**src/rtl/reg_bank_pair.sv**
```systemverilog
// Byte-addressable register file with a 16-bit pair view and a small
// sequencer for two-beat pair loads and two-cycle pair increment/decrement.
module reg_bank_pair #(
    parameter int unsigned DATA_W   = 8,
    parameter int unsigned NUM_REGS = 8,
    parameter int unsigned SEL_W    = 3,
    parameter int unsigned BYPASS   = 1
) (
    input  logic                  clk,
    input  logic                  rst,
    input  logic                  wr_en,
    input  logic [SEL_W-1:0]      wr_sel,
    input  logic [DATA_W-1:0]     wr_data,
    input  logic [SEL_W-1:0]      rd_a_sel,
    output logic [DATA_W-1:0]     rd_a_data,
    input  logic [SEL_W-1:0]      rd_b_sel,
    output logic [DATA_W-1:0]     rd_b_data,
    input  logic [SEL_W-2:0]      pair_rd_sel,
    output logic [2*DATA_W-1:0]   pair_rd_data,
    input  logic                  pair_op_valid,
    output logic                  pair_op_ready,
    input  logic [1:0]            pair_op,
    input  logic [SEL_W-2:0]      pair_op_sel,
    input  logic [DATA_W-1:0]     pair_op_data,
    output logic                  pair_op_done,
    output logic                  pair_zero,
    output logic                  wr_conflict
);

    localparam int unsigned PAIR_W = SEL_W - 1;
    localparam logic [1:0] OP_LOAD = 2'b00;
    localparam logic [1:0] OP_INC  = 2'b01;
    localparam logic [1:0] OP_DEC  = 2'b10;

    typedef enum logic [1:0] {
        IDLE    = 2'd0,
        LOAD_HI = 2'd1,
        ADJ_HI  = 2'd2
    } state_t;

    logic [DATA_W-1:0] regs [NUM_REGS];

    state_t            state, state_nxt;
    logic [PAIR_W-1:0] lat_p, lat_p_nxt;
    logic              lat_carry, lat_carry_nxt;
    logic              lat_dec, lat_dec_nxt;

    logic              pw_en;
    logic [SEL_W-1:0]  pw_idx;
    logic [DATA_W-1:0] pw_data;
    logic              done_nxt;
    logic              zero_upd;
    logic              zero_nxt;
    logic              drop_c;
    logic [DATA_W-1:0] low_cur, high_cur, high_new;

    // Sequencer next-state and the single pair-side register write it issues
    always_comb begin
        state_nxt     = state;
        lat_p_nxt     = lat_p;
        lat_carry_nxt = lat_carry;
        lat_dec_nxt   = lat_dec;
        pw_en         = 1'b0;
        pw_idx        = '0;
        pw_data       = '0;
        done_nxt      = 1'b0;
        zero_upd      = 1'b0;
        low_cur       = regs[{pair_op_sel, 1'b1}];
        high_cur      = regs[{lat_p, 1'b0}];
        high_new      = lat_dec ? (high_cur - DATA_W'(lat_carry))
                                : (high_cur + DATA_W'(lat_carry));
        zero_nxt      = ({high_new, regs[{lat_p, 1'b1}]} == '0);

        case (state)
            IDLE: begin
                if (pair_op_valid) begin
                    case (pair_op)
                        OP_LOAD: begin
                            pw_en     = 1'b1;
                            pw_idx    = {pair_op_sel, 1'b1};
                            pw_data   = pair_op_data;
                            lat_p_nxt = pair_op_sel;
                            state_nxt = LOAD_HI;
                        end
                        OP_INC: begin
                            pw_en         = 1'b1;
                            pw_idx        = {pair_op_sel, 1'b1};
                            pw_data       = low_cur + DATA_W'(1);
                            lat_p_nxt     = pair_op_sel;
                            lat_carry_nxt = (low_cur == '1);
                            lat_dec_nxt   = 1'b0;
                            state_nxt     = ADJ_HI;
                        end
                        OP_DEC: begin
                            pw_en         = 1'b1;
                            pw_idx        = {pair_op_sel, 1'b1};
                            pw_data       = low_cur - DATA_W'(1);
                            lat_p_nxt     = pair_op_sel;
                            lat_carry_nxt = (low_cur == '0);
                            lat_dec_nxt   = 1'b1;
                            state_nxt     = ADJ_HI;
                        end
                        default: ;
                    endcase
                end
            end
            LOAD_HI: begin
                // Second beat always targets the latched pair, whatever op/sel say
                if (pair_op_valid) begin
                    pw_en     = 1'b1;
                    pw_idx    = {lat_p, 1'b0};
                    pw_data   = pair_op_data;
                    done_nxt  = 1'b1;
                    state_nxt = IDLE;
                end
            end
            ADJ_HI: begin
                pw_en     = 1'b1;
                pw_idx    = {lat_p, 1'b0};
                pw_data   = high_new;
                done_nxt  = 1'b1;
                zero_upd  = 1'b1;
                state_nxt = IDLE;
            end
            default: state_nxt = IDLE;
        endcase
    end

    // A byte write colliding with the pair write loses
    assign drop_c = wr_en && pw_en && (wr_sel == pw_idx);

    // Sequencer state, latched operands and status pulses
    always_ff @(posedge clk or posedge rst) begin
        if (rst) begin
            state        <= IDLE;
            lat_p        <= '0;
            lat_carry    <= 1'b0;
            lat_dec      <= 1'b0;
            pair_op_done <= 1'b0;
            pair_zero    <= 1'b0;
            wr_conflict  <= 1'b0;
        end else begin
            state        <= state_nxt;
            lat_p        <= lat_p_nxt;
            lat_carry    <= lat_carry_nxt;
            lat_dec      <= lat_dec_nxt;
            pair_op_done <= done_nxt;
            wr_conflict  <= drop_c;
            if (zero_upd) pair_zero <= zero_nxt;
        end
    end

    // Register array: byte port and pair port never hit the same entry
    always_ff @(posedge clk or posedge rst) begin
        if (rst) begin
            for (int i = 0; i < int'(NUM_REGS); i++) regs[i] <= '0;
        end else begin
            if (wr_en && !drop_c) regs[wr_sel] <= wr_data;
            if (pw_en)            regs[pw_idx] <= pw_data;
        end
    end

    // Read ports; only the byte ports see same-cycle write data
    assign rd_a_data = ((BYPASS != 0) && wr_en && !drop_c && (wr_sel == rd_a_sel))
                       ? wr_data : regs[rd_a_sel];
    assign rd_b_data = ((BYPASS != 0) && wr_en && !drop_c && (wr_sel == rd_b_sel))
                       ? wr_data : regs[rd_b_sel];
    assign pair_rd_data  = {regs[{pair_rd_sel, 1'b0}], regs[{pair_rd_sel, 1'b1}]};
    assign pair_op_ready = !rst && (state != ADJ_HI);

endmodule
```
**config.mk**
```make
export PLATFORM = sky130hd
export DESIGN_NAME = reg_bank_pair
export DESIGN_NICKNAME = d
export VERILOG_FILES = /design/src/rtl/reg_bank_pair.sv
export SDC_FILE = /design/constraint.sdc
export NUM_CORES = 1
export LEC_CHECK = 0
export ABC_AREA = 1
export CORE_ASPECT_RATIO = 0.6
export CORE_MARGIN = 4
export CORE_UTILIZATION = 30
export DETAILED_ROUTE_END_ITERATION = 10
export DONT_BUFFER_PORTS = 1
export GPL_TIMING_DRIVEN = 0
export RECOVER_POWER = 100
export SLEW_MARGIN = 0
export SYNTH_ARGS = -nofsm -noshare
export SYNTH_HDL_FRONTEND = slang
export SYNTH_SLANG_ARGS = --single-unit
```
**constraint.sdc**
```tcl
create_clock -name clk -period 2.9 [get_ports clk]
set_input_delay 0.58 -clock clk [delete_from_list [all_inputs] [get_ports clk]]
set_output_delay 0.58 -clock clk [all_outputs]
set_load 0.03 [all_outputs]
```
==> impl_metrics.env, run 1 <==
# flow metrics
export IMPL_wire_length_of_the_first_global_routing_pass_mm=58.3
export IMPL_first_global_vias=8692
export IMPL_clk_root_buffer_cell="sky130_fd_sc_hd__clkbuf_16"
export IMPL_dpl_hpwl_mm=30.8
export IMPL_peakVddDrop_mv=0.630
export IMPL_clock_buffer_count=10
export IMPL_powerDensity_nw_per_um2=1140
export IMPL_final_standard_cell_area_without_fillers_um2=9110
export IMPL_period_needed_ns=3.31
export IMPL_cts_htree_levels=3
export IMPL_leading_cell_category_by_total_area="combinational gates"
export IMPL_antenna_cells=5
export IMPL_netlist_cell_type_count=41
export IMPL_yosys_area_share_simple=0.355
export IMPL_startpoint="state[1]"
export IMPL_post_route_cells_drive_above_1_share=0.124
export IMPL_layout_area_overhead_vs_synth_pct=19.7
export IMPL_floorplan_initialDensity=0.310
export IMPL_antenna_found_initial=2
export IMPL_place_inst=1625
export IMPL_endpoint_kind="primary output"
export IMPL_n_all_inverters=102
export IMPL_design_final_nets=1400
export IMPL_detailedRoute_firstPassIterationCount=6
export IMPL_clk_pin_slew_worst_paths_ns=0.06
export IMPL_total_power_uw=10400
export IMPL_multiInputGateArea_um2=5480
export IMPL_synth_async_reset_ratio=1.00
export IMPL_first_iter_violations=1746
export IMPL_clock_latency_ns=0.36
export IMPL_finalHoldViolations=0
export IMPL_track_usage=0.280
export IMPL_route_detailed_wl_per_inst_um=24.2
export IMPL_layout_worst_path_cycle_share=1.14
export IMPL_synthesis_yosys_warnings=0
export IMPL_timing_clock_skew_ns=0.00975
export IMPL_largest_register_ffs=64
export IMPL_holdPathEnd="lat_p[1]"
export IMPL_synthesis_area_per_instance_um2=5.85
export IMPL_port_buffers=0
export IMPL_final_signal_buffer_count=105
export IMPL_residual_drc=0
export IMPL_io_pin_count=71
export IMPL_crit_reg2reg_launch="lat_p[0]"
export IMPL_post_cts_repair_setup_buffers=22
export IMPL_pin_count_of_the_biggest_net_entering_global_routing=49
export IMPL_dieHeight_um=131
export IMPL_fin_hold_ws_ns=0.382
export IMPL_worst_pin_slew_ns=1.34
export IMPL_proportion_of_cell_area_spent_on_the_clock_network=0.0350
export IMPL_r2r_cells=15
export IMPL_coreArea_um2=24600
export IMPL_num_fill_cells=2717
export IMPL_path_max_fanout=7
export IMPL_enable_flop_cells=0
export IMPL_layout_setup_ws_ns=-0.409
export IMPL_layout_top_cell_excl_fill_tap="sky130_fd_sc_hd__nand2_1"
export IMPL_maxcap_violations=0
export IMPL_yosys_most_used_dff="sky130_fd_sc_hd__dfrtp_1"
export IMPL_syn_inst=1302
export IMPL_yosysSeqAreaShare=0.240
export IMPL_detail_route_antenna_nets=0
export IMPL_tool_warnings=33
export IMPL_number_of_multi_input_logic_gates=1052
export IMPL_largest_register="regs"
export IMPL_cp_data_arrival_time_ns=2.73
export IMPL_grt_ovfl_total=0
export IMPL_signal_buffer_area_fraction=0.0724
export IMPL_relSlewSlack=0.103
export IMPL_worst_ep_required_time_ns=2.32
export IMPL_timing_hold_worst_path_depth=2
export IMPL_hold_path_class="input pin to flip-flop"
export IMPL_vias=9769
export IMPL_yosysCellCount=1302
export IMPL_ys_sh_aoi=0.260
export IMPL_crit_end="rd_b_data[6]"
export IMPL_flop_count=73
export IMPL_comb_cell_share=0.601
export IMPL_layout_top_cells="380 x sky130_fd_sc_hd__nand2_1, 221 x sky130_fd_sc_hd__o21ai_0, 97 x sky130_fd_sc_hd__nor2_1"
export IMPL_clock_sinks=73
export IMPL_kind_of_critical_path="flip-flop to primary output"
export IMPL_rsz0062_at_grt="yes"
export IMPL_fin_max_slew_vios=0
export IMPL_synth_chip_area_um2=7610
export IMPL_synth_xor_xnor_area_share=0.0127
export IMPL_fmax_ghz=0.302
export IMPL_syn_nets=1359
export IMPL_seqCellArea_um2=1840
export IMPL_finalWeightedCongestion=1.06
export IMPL_syn_area_um2=7610
export IMPL_dpl_cell_area_um2=8040
export IMPL_post_cts_hold_buffer_count=0
export IMPL_layout_top_registers="regs (64), lat_p (2), state (2)"
export IMPL_vias_per_cell=5.83
export IMPL_mux_share_of_area=0
export IMPL_post_cts_resized=99
export IMPL_ys_seq_elements=73
export IMPL_rr_endpoint="regs[60]"
export IMPL_tritoncts_clock_tree="built"
export IMPL_fp_row_count=44
export IMPL_critPathLaunchType="flip-flop"
export IMPL_clock_buffers_created_by_tritoncts=9
export IMPL_synthTopLogicFamily="simple AND/OR/NAND/NOR gates"
export IMPL_report_final_setup_viol=18
export IMPL_total_leakage_power_uw=0.00403
export IMPL_ff2ff_setup_slack_ns=-0.04
export IMPL_failed_checks="negative setup slack"
export IMPL_hp_start="pair_op_sel[1]"
export IMPL_maximum_clock_path_buffer_count=2
export IMPL_dieArea_um2=28100
export IMPL_count_of_placed_standard_cells_in_the_final_layout_fillers_left_out=1675
export IMPL_route_final_wire_length_mm=40.5
export IMPL_synth_adder_area_share=0.0381
export IMPL_status="finished, violations left"
export IMPL_seq_area_frac=0.202
export IMPL_well_tap_count=322
export IMPL_die_size_x_um=214
[run 1: metrics by stage]
stage / setup slack (ns) / utilization / setup TNS [ns]
global route: -0.493 / 0.371 / -9.13
CTS: -0.395 / 0.365 / -5.54
finish: -0.409 / 0.371 / -5.88
detailed placement: -0.829 / 0.328 / -37.98
floorplan: 0.00421 / - / 0
global placement: -0.781 / 0.326 / -87.50
[run 1: routing by layer]
layer,wire [um],vias up,GRT usage,part of all wire
met5,8,-,0,0.00020
met4,904,2,0.0675,0.022
met3,6940,70,0.135,0.17
met2,14700,685,0.343,0.36
met1,18000,4578,0.428,0.44
li1,-,4434,-,-
[run 1: Yosys cell counts (3+ instances only)]
master | count | area, um^2
sky130_fd_sc_hd__a21oi_1 | 80 | 400
sky130_fd_sc_hd__nand2_2 | 8 | 50.1
sky130_fd_sc_hd__nor4_1 | 3 | 18.8
sky130_fd_sc_hd__nor2_1 | 97 | 364
sky130_fd_sc_hd__nand3_2 | 3 | 30.0
sky130_fd_sc_hd__or2_2 | 4 | 25.0
sky130_fd_sc_hd__o21ai_1 | 25 | 125
sky130_fd_sc_hd__o22ai_1 | 12 | 75.1
sky130_fd_sc_hd__buf_1 | 7 | 26.3
sky130_fd_sc_hd__ha_1 | 20 | 250
sky130_fd_sc_hd__nand2_1 | 393 | 1480
sky130_fd_sc_hd__and2_1 | 4 | 25.0
sky130_fd_sc_hd__a31oi_1 | 10 | 62.6
sky130_fd_sc_hd__buf_2 | 13 | 65.1
sky130_fd_sc_hd__nand3_1 | 85 | 425
sky130_fd_sc_hd__clkbuf_1 | 48 | 180
sky130_fd_sc_hd__o211ai_1 | 5 | 37.5
sky130_fd_sc_hd__xnor2_1 | 8 | 70.1
sky130_fd_sc_hd__nor3_1 | 10 | 50.1
sky130_fd_sc_hd__nand4_1 | 19 | 119
sky130_fd_sc_hd__dfrtp_1 | 73 | 1830
sky130_fd_sc_hd__buf_4 | 5 | 37.5
sky130_fd_sc_hd__o21ai_0 | 242 | 1210
sky130_fd_sc_hd__xor2_1 | 3 | 26.3
sky130_fd_sc_hd__nor2_2 | 3 | 18.8
sky130_fd_sc_hd__inv_1 | 99 | 372
[run 1: where the power goes]
group          internal [uW]  switching [uW]  total [uW]
clock                    757             503        1260
combinational           2130            4340        6470
sequential              1480            1210        2690
[run 1: worst max-delay path, cell delays in order (launching register included)]
cell and delay (ns):
sky130_fd_sc_hd__dfrtp_2 0.45, sky130_fd_sc_hd__inv_4 0.09, sky130_fd_sc_hd__ha_4 0.18, sky130_fd_sc_hd__nand4_1 0.18, sky130_fd_sc_hd__nand2_2 0.14, sky130_fd_sc_hd__nand2_4 0.08
sky130_fd_sc_hd__nor2_4 0.12, sky130_fd_sc_hd__inv_2 0.05, sky130_fd_sc_hd__nand2_2 0.08, sky130_fd_sc_hd__nor2_4 0.06, sky130_fd_sc_hd__nor2_8 0.23, sky130_fd_sc_hd__buf_6 0.15
sky130_fd_sc_hd__nand4_4 0.12, sky130_fd_sc_hd__clkbuf_16 0.21, sky130_fd_sc_hd__o21ai_4 0.24
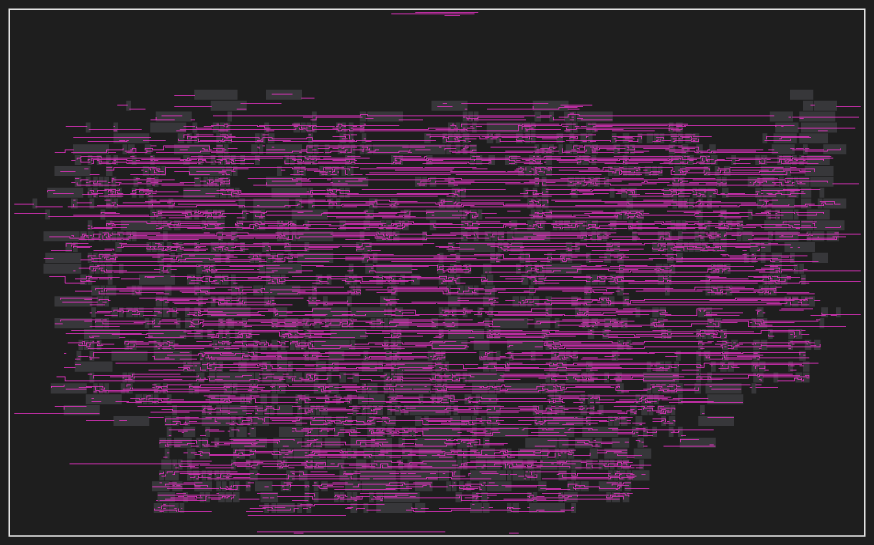
Fig. 1. The metal 1 layer (run 1).
Cells faint in the background.
The layer carries 18000 um of wire. The longest straight run is 58.0 um. 1314 nets have wire on it. The wires run mostly horizontal.

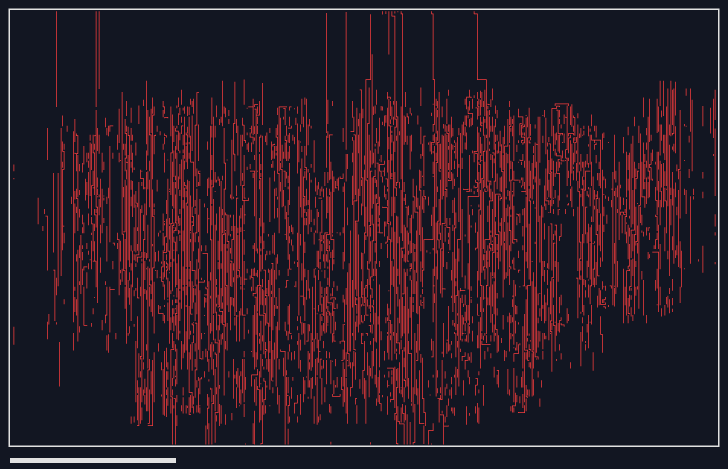
Fig. 2. Met2 routing (run 1).
Scale bar: 50 um.
The layer carries 14700 um of wire. The wires run mostly vertical.

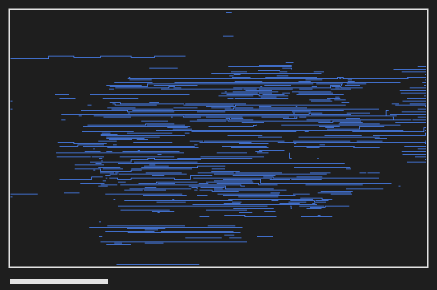
Fig. 3. Metal 3 (run 1).
Scale bar: 50 um.
220 nets have wire on it. The layer carries 6940 um of wire. The longest straight run is 127 um.

--- run 2 (diff from run 1) ---
Settings changed: CORE_MARGIN 4 to 1, SETUP_SLACK_MARGIN from default to 0.3.
==> impl_metrics.env, run 2 <==
# flow metrics
export IMPL_status="finished, violations left"
export IMPL_failed_checks="negative setup slack"
export IMPL_rr_endpoint="regs[60]"
export IMPL_clock_buffers_created_by_tritoncts=9
export IMPL_detail_route_antenna_nets=0
export IMPL_cts_htree_levels=3
export IMPL_largest_register="regs"
export IMPL_first_global_vias=8710
export IMPL_final_standard_cell_area_without_fillers_um2=9880
export IMPL_floorplan_initialDensity=0.310
export IMPL_cp_data_arrival_time_ns=2.69
export IMPL_endpoint_kind="primary output"
export IMPL_timing_clock_skew_ns=0.0112
export IMPL_ys_seq_elements=73
export IMPL_largest_register_ffs=64
export IMPL_coreArea_um2=24600
export IMPL_layout_top_cell_excl_fill_tap="sky130_fd_sc_hd__nand2_1"
export IMPL_pin_count_of_the_biggest_net_entering_global_routing=47
export IMPL_ys_top_cells_by_count="393 x sky130_fd_sc_hd__nand2_1, 242 x sky130_fd_sc_hd__o21ai_0, 99 x sky130_fd_sc_hd__inv_1"
export IMPL_fp_row_count=44
export IMPL_vias_per_cell=5.88
export IMPL_critPathLaunchType="flip-flop"
export IMPL_maxcap_violations=0
export IMPL_maximum_clock_path_buffer_count=2
export IMPL_dieArea_um2=26000
export IMPL_detailedRoute_firstPassIterationCount=7
export IMPL_enable_flop_cells=0
export IMPL_rsz0062_at_grt="yes"
export IMPL_layout_setup_ws_ns=-0.374
export IMPL_top_cell="sky130_fd_sc_hd__nand2_1"
export IMPL_syn_nets=1359
export IMPL_yosysCellCount=1302
export IMPL_crit_end="rd_a_data[3]"
export IMPL_period_needed_ns=3.27
export IMPL_post_synth_main_area_contributors="sky130_fd_sc_hd__dfrtp_1 24%, sky130_fd_sc_hd__nand2_1 19%, sky130_fd_sc_hd__o21ai_0 16%, sky130_fd_sc_hd__nand3_1 5.6%, sky130_fd_sc_hd__a21oi_1 5.3%"
export IMPL_layout_top_registers="regs (64), lat_p (2), state (2)"
export IMPL_io_pin_count=71
export IMPL_r2r_cells=16
export IMPL_wire_length_of_the_first_global_routing_pass_mm=58.3
export IMPL_syn_area_um2=7610
export IMPL_yosysTopAreaCell="sky130_fd_sc_hd__dfrtp_1"
export IMPL_clock_latency_ns=0.36
export IMPL_finalHoldViolations=0
export IMPL_path_max_fanout=7
export IMPL_grt_ovfl_total=0
export IMPL_vias=10013
export IMPL_synth_chip_area_um2=7610
export IMPL_layout_worst_path_cycle_share=1.13
export IMPL_dieHeight_um=125
export IMPL_clk_root_buffer_cell="sky130_fd_sc_hd__clkbuf_16"
export IMPL_top_area_frac=0.240
export IMPL_post_route_cells_drive_above_1_share=0.205
export IMPL_die_size_x_um=208
export IMPL_post_cts_hold_buffer_count=0
export IMPL_first_iter_violations=1711
export IMPL_clock_sinks=73
export IMPL_syn_inst=1302
export IMPL_dpl_cell_area_um2=8300
export IMPL_fmax_ghz=0.305
export IMPL_setup_slack_placement_ns=-0.942
export IMPL_layout_area_overhead_vs_synth_pct=29.9
export IMPL_design_final_nets=1431
export IMPL_tritoncts_clock_tree="built"
export IMPL_worst_ep_required_time_ns=2.32
export IMPL_antenna_found_initial=0
export IMPL_route_detailed_wl_per_inst_um=24.1
export IMPL_layout_top_cells="369 x sky130_fd_sc_hd__nand2_1, 193 x sky130_fd_sc_hd__o21ai_0, 93 x sky130_fd_sc_hd__nor2_1"
export IMPL_residual_drc=0
export IMPL_netlist_cell_type_count=41
export IMPL_tool_warnings=34
export IMPL_hold_path_class="input pin to async pin"
export IMPL_yosysSeqAreaShare=0.240
export IMPL_finalWeightedCongestion=1.03
export IMPL_startpoint="state[1]"
export IMPL_crit_reg2reg_launch="lat_p[0]"
export IMPL_synthesis_yosys_warnings=0
export IMPL_report_final_setup_viol=19
export IMPL_relSlewSlack=0.0722
export IMPL_synthesis_area_per_instance_um2=5.85
export IMPL_total_leakage_power_uw=0.00432
export IMPL_clk_pin_slew_worst_paths_ns=0.07
export IMPL_port_buffers=0
export IMPL_fin_max_slew_vios=0
export IMPL_num_fill_cells=2599
export IMPL_worst_pin_slew_ns=1.38
export IMPL_powerDensity_nw_per_um2=1230
export IMPL_track_usage=0.306
export IMPL_ff2ff_setup_slack_ns=-0.05
export IMPL_peakVddDrop_mv=0.681
export IMPL_kind_of_critical_path="flip-flop to primary output"
export IMPL_synth_async_reset_ratio=1.00
export IMPL_dpl_hpwl_mm=30.2
export IMPL_route_final_wire_length_mm=41.0
export IMPL_yosys_most_used_dff="sky130_fd_sc_hd__dfrtp_1"
==> run 2: worst min-delay path by stage <==
stage / startpoint / endpoint / slack [ns] / depth (start not counted)
after floorplan: lat_dec / lat_dec / 0.45 / 2
after global placement: lat_dec / lat_dec / 0.48 / 2
after detailed placement: lat_dec / lat_dec / 0.48 / 2
after CTS: rst / pair_zero / 0.11 / 1
after global routing: pair_op_valid / pair_op_done / 0.39 / 2
final: rst / pair_zero / 0.39 / 1
==> run 2: power by group <==
part | switching, uW | internal (uW) | leakage, uW
Combinational | 5170 | 3150 | 0.00325
Clock | 540 | 677 | 0.000148
Sequential | 1160 | 1490 | 0.000923
Total | 6870 | 5310 | 0.00432
==> run 2: repair_timing <==
item,4_1_cts,5_1_grt
setup endpoints to repair,89,90
pin swaps,31,49
resized,129,142
buffers inserted,32,26
gates cloned,1,1
==> run 2: worst max-delay path, stage by stage (launching register included) <==
cell	delay (ns)
sky130_fd_sc_hd__dfrtp_1	0.43
sky130_fd_sc_hd__inv_2	0.13
sky130_fd_sc_hd__ha_4	0.18
sky130_fd_sc_hd__nand4_1	0.17
sky130_fd_sc_hd__nand2_2	0.13
sky130_fd_sc_hd__nand2_4	0.07
sky130_fd_sc_hd__nor2_4	0.09
sky130_fd_sc_hd__inv_2	0.05
sky130_fd_sc_hd__nand2_2	0.08
sky130_fd_sc_hd__nor2_4	0.06
sky130_fd_sc_hd__nor2_8	0.23
sky130_fd_sc_hd__nand4_4	0.20
sky130_fd_sc_hd__clkbuf_16	0.23
sky130_fd_sc_hd__o21ai_4	0.27
==> run 2: cells by family (layout without fill, tap and decap cells) <==
logic type               Yosys count  after routing  synth area share
AND/OR/NAND/NOR                  636            636             0.355
adder cells (fa/ha/maj)           22             22            0.0381
buffers and inverters            177            254            0.0939
XOR/XNOR                          11             11            0.0127
other                              0              3                 0
flip-flops                        73             73             0.240
AND-OR/OR-AND                    383            383             0.260
==> run 2: cell type report <==
class                           instances  area (um^2)  area share
Multi-Input combinational cell       1052         5870       0.594
Inverter                              102          419      0.0424
Timing Repair Buffer                   61          577      0.0584
Buffer                                 75          464      0.0470
Sequential cell                        73         1840       0.186
Antenna cell                            3         7.51    0.000760
Clock inverter                          7         76.3     0.00772
Tap cell                              322          403      0.0408
Clock buffer                            9          225      0.0228
==> run 2: routing by layer <==
metal,wire length [um],vias up,part of all wire,global-route usage
met5,0,-,0,0
li1,-,4500,-,-
met2,14900,732,0.36,0.377
met1,17900,4697,0.44,0.462
met4,905,0,0.022,0.0702
met3,7290,84,0.18,0.140
==> run 2: per-stage QoR <==
stage / utilization / hold WS, ns / total power, uW / TNS [ns] / instances
after floorplan: - / 0.454 / 5970 / 0 / 1302
after global placement: 0.337 / 0.480 / 8060 / -90.02 / 1624
after detailed placement: 0.338 / 0.483 / 8090 / -38.80 / 1625
after CTS: 0.378 / 0.105 / 10500 / -4.94 / 1674
after global routing: 0.402 / 0.389 / 12700 / -7.48 / 1701
final: 0.403 / 0.392 / 12200 / -5.15 / 1704
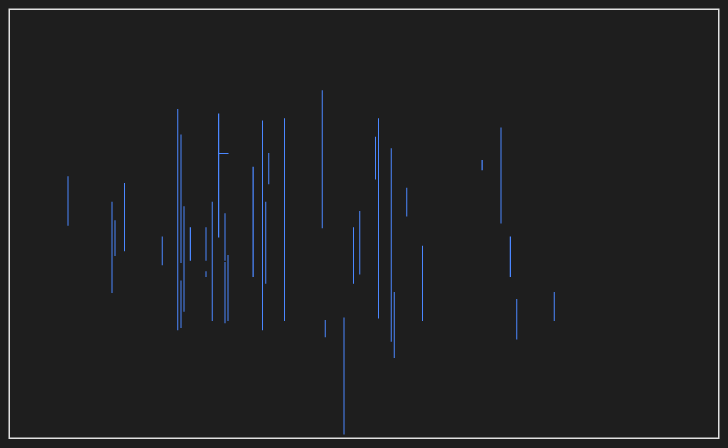
Fig. 4. Metal 4 (run 2).
The longest straight run is 64.6 um. The wires run mostly vertical. 33 nets have wire on it. The layer carries 906 um of wire.

No activity file was given, so power comes from the tool's default toggle rates.
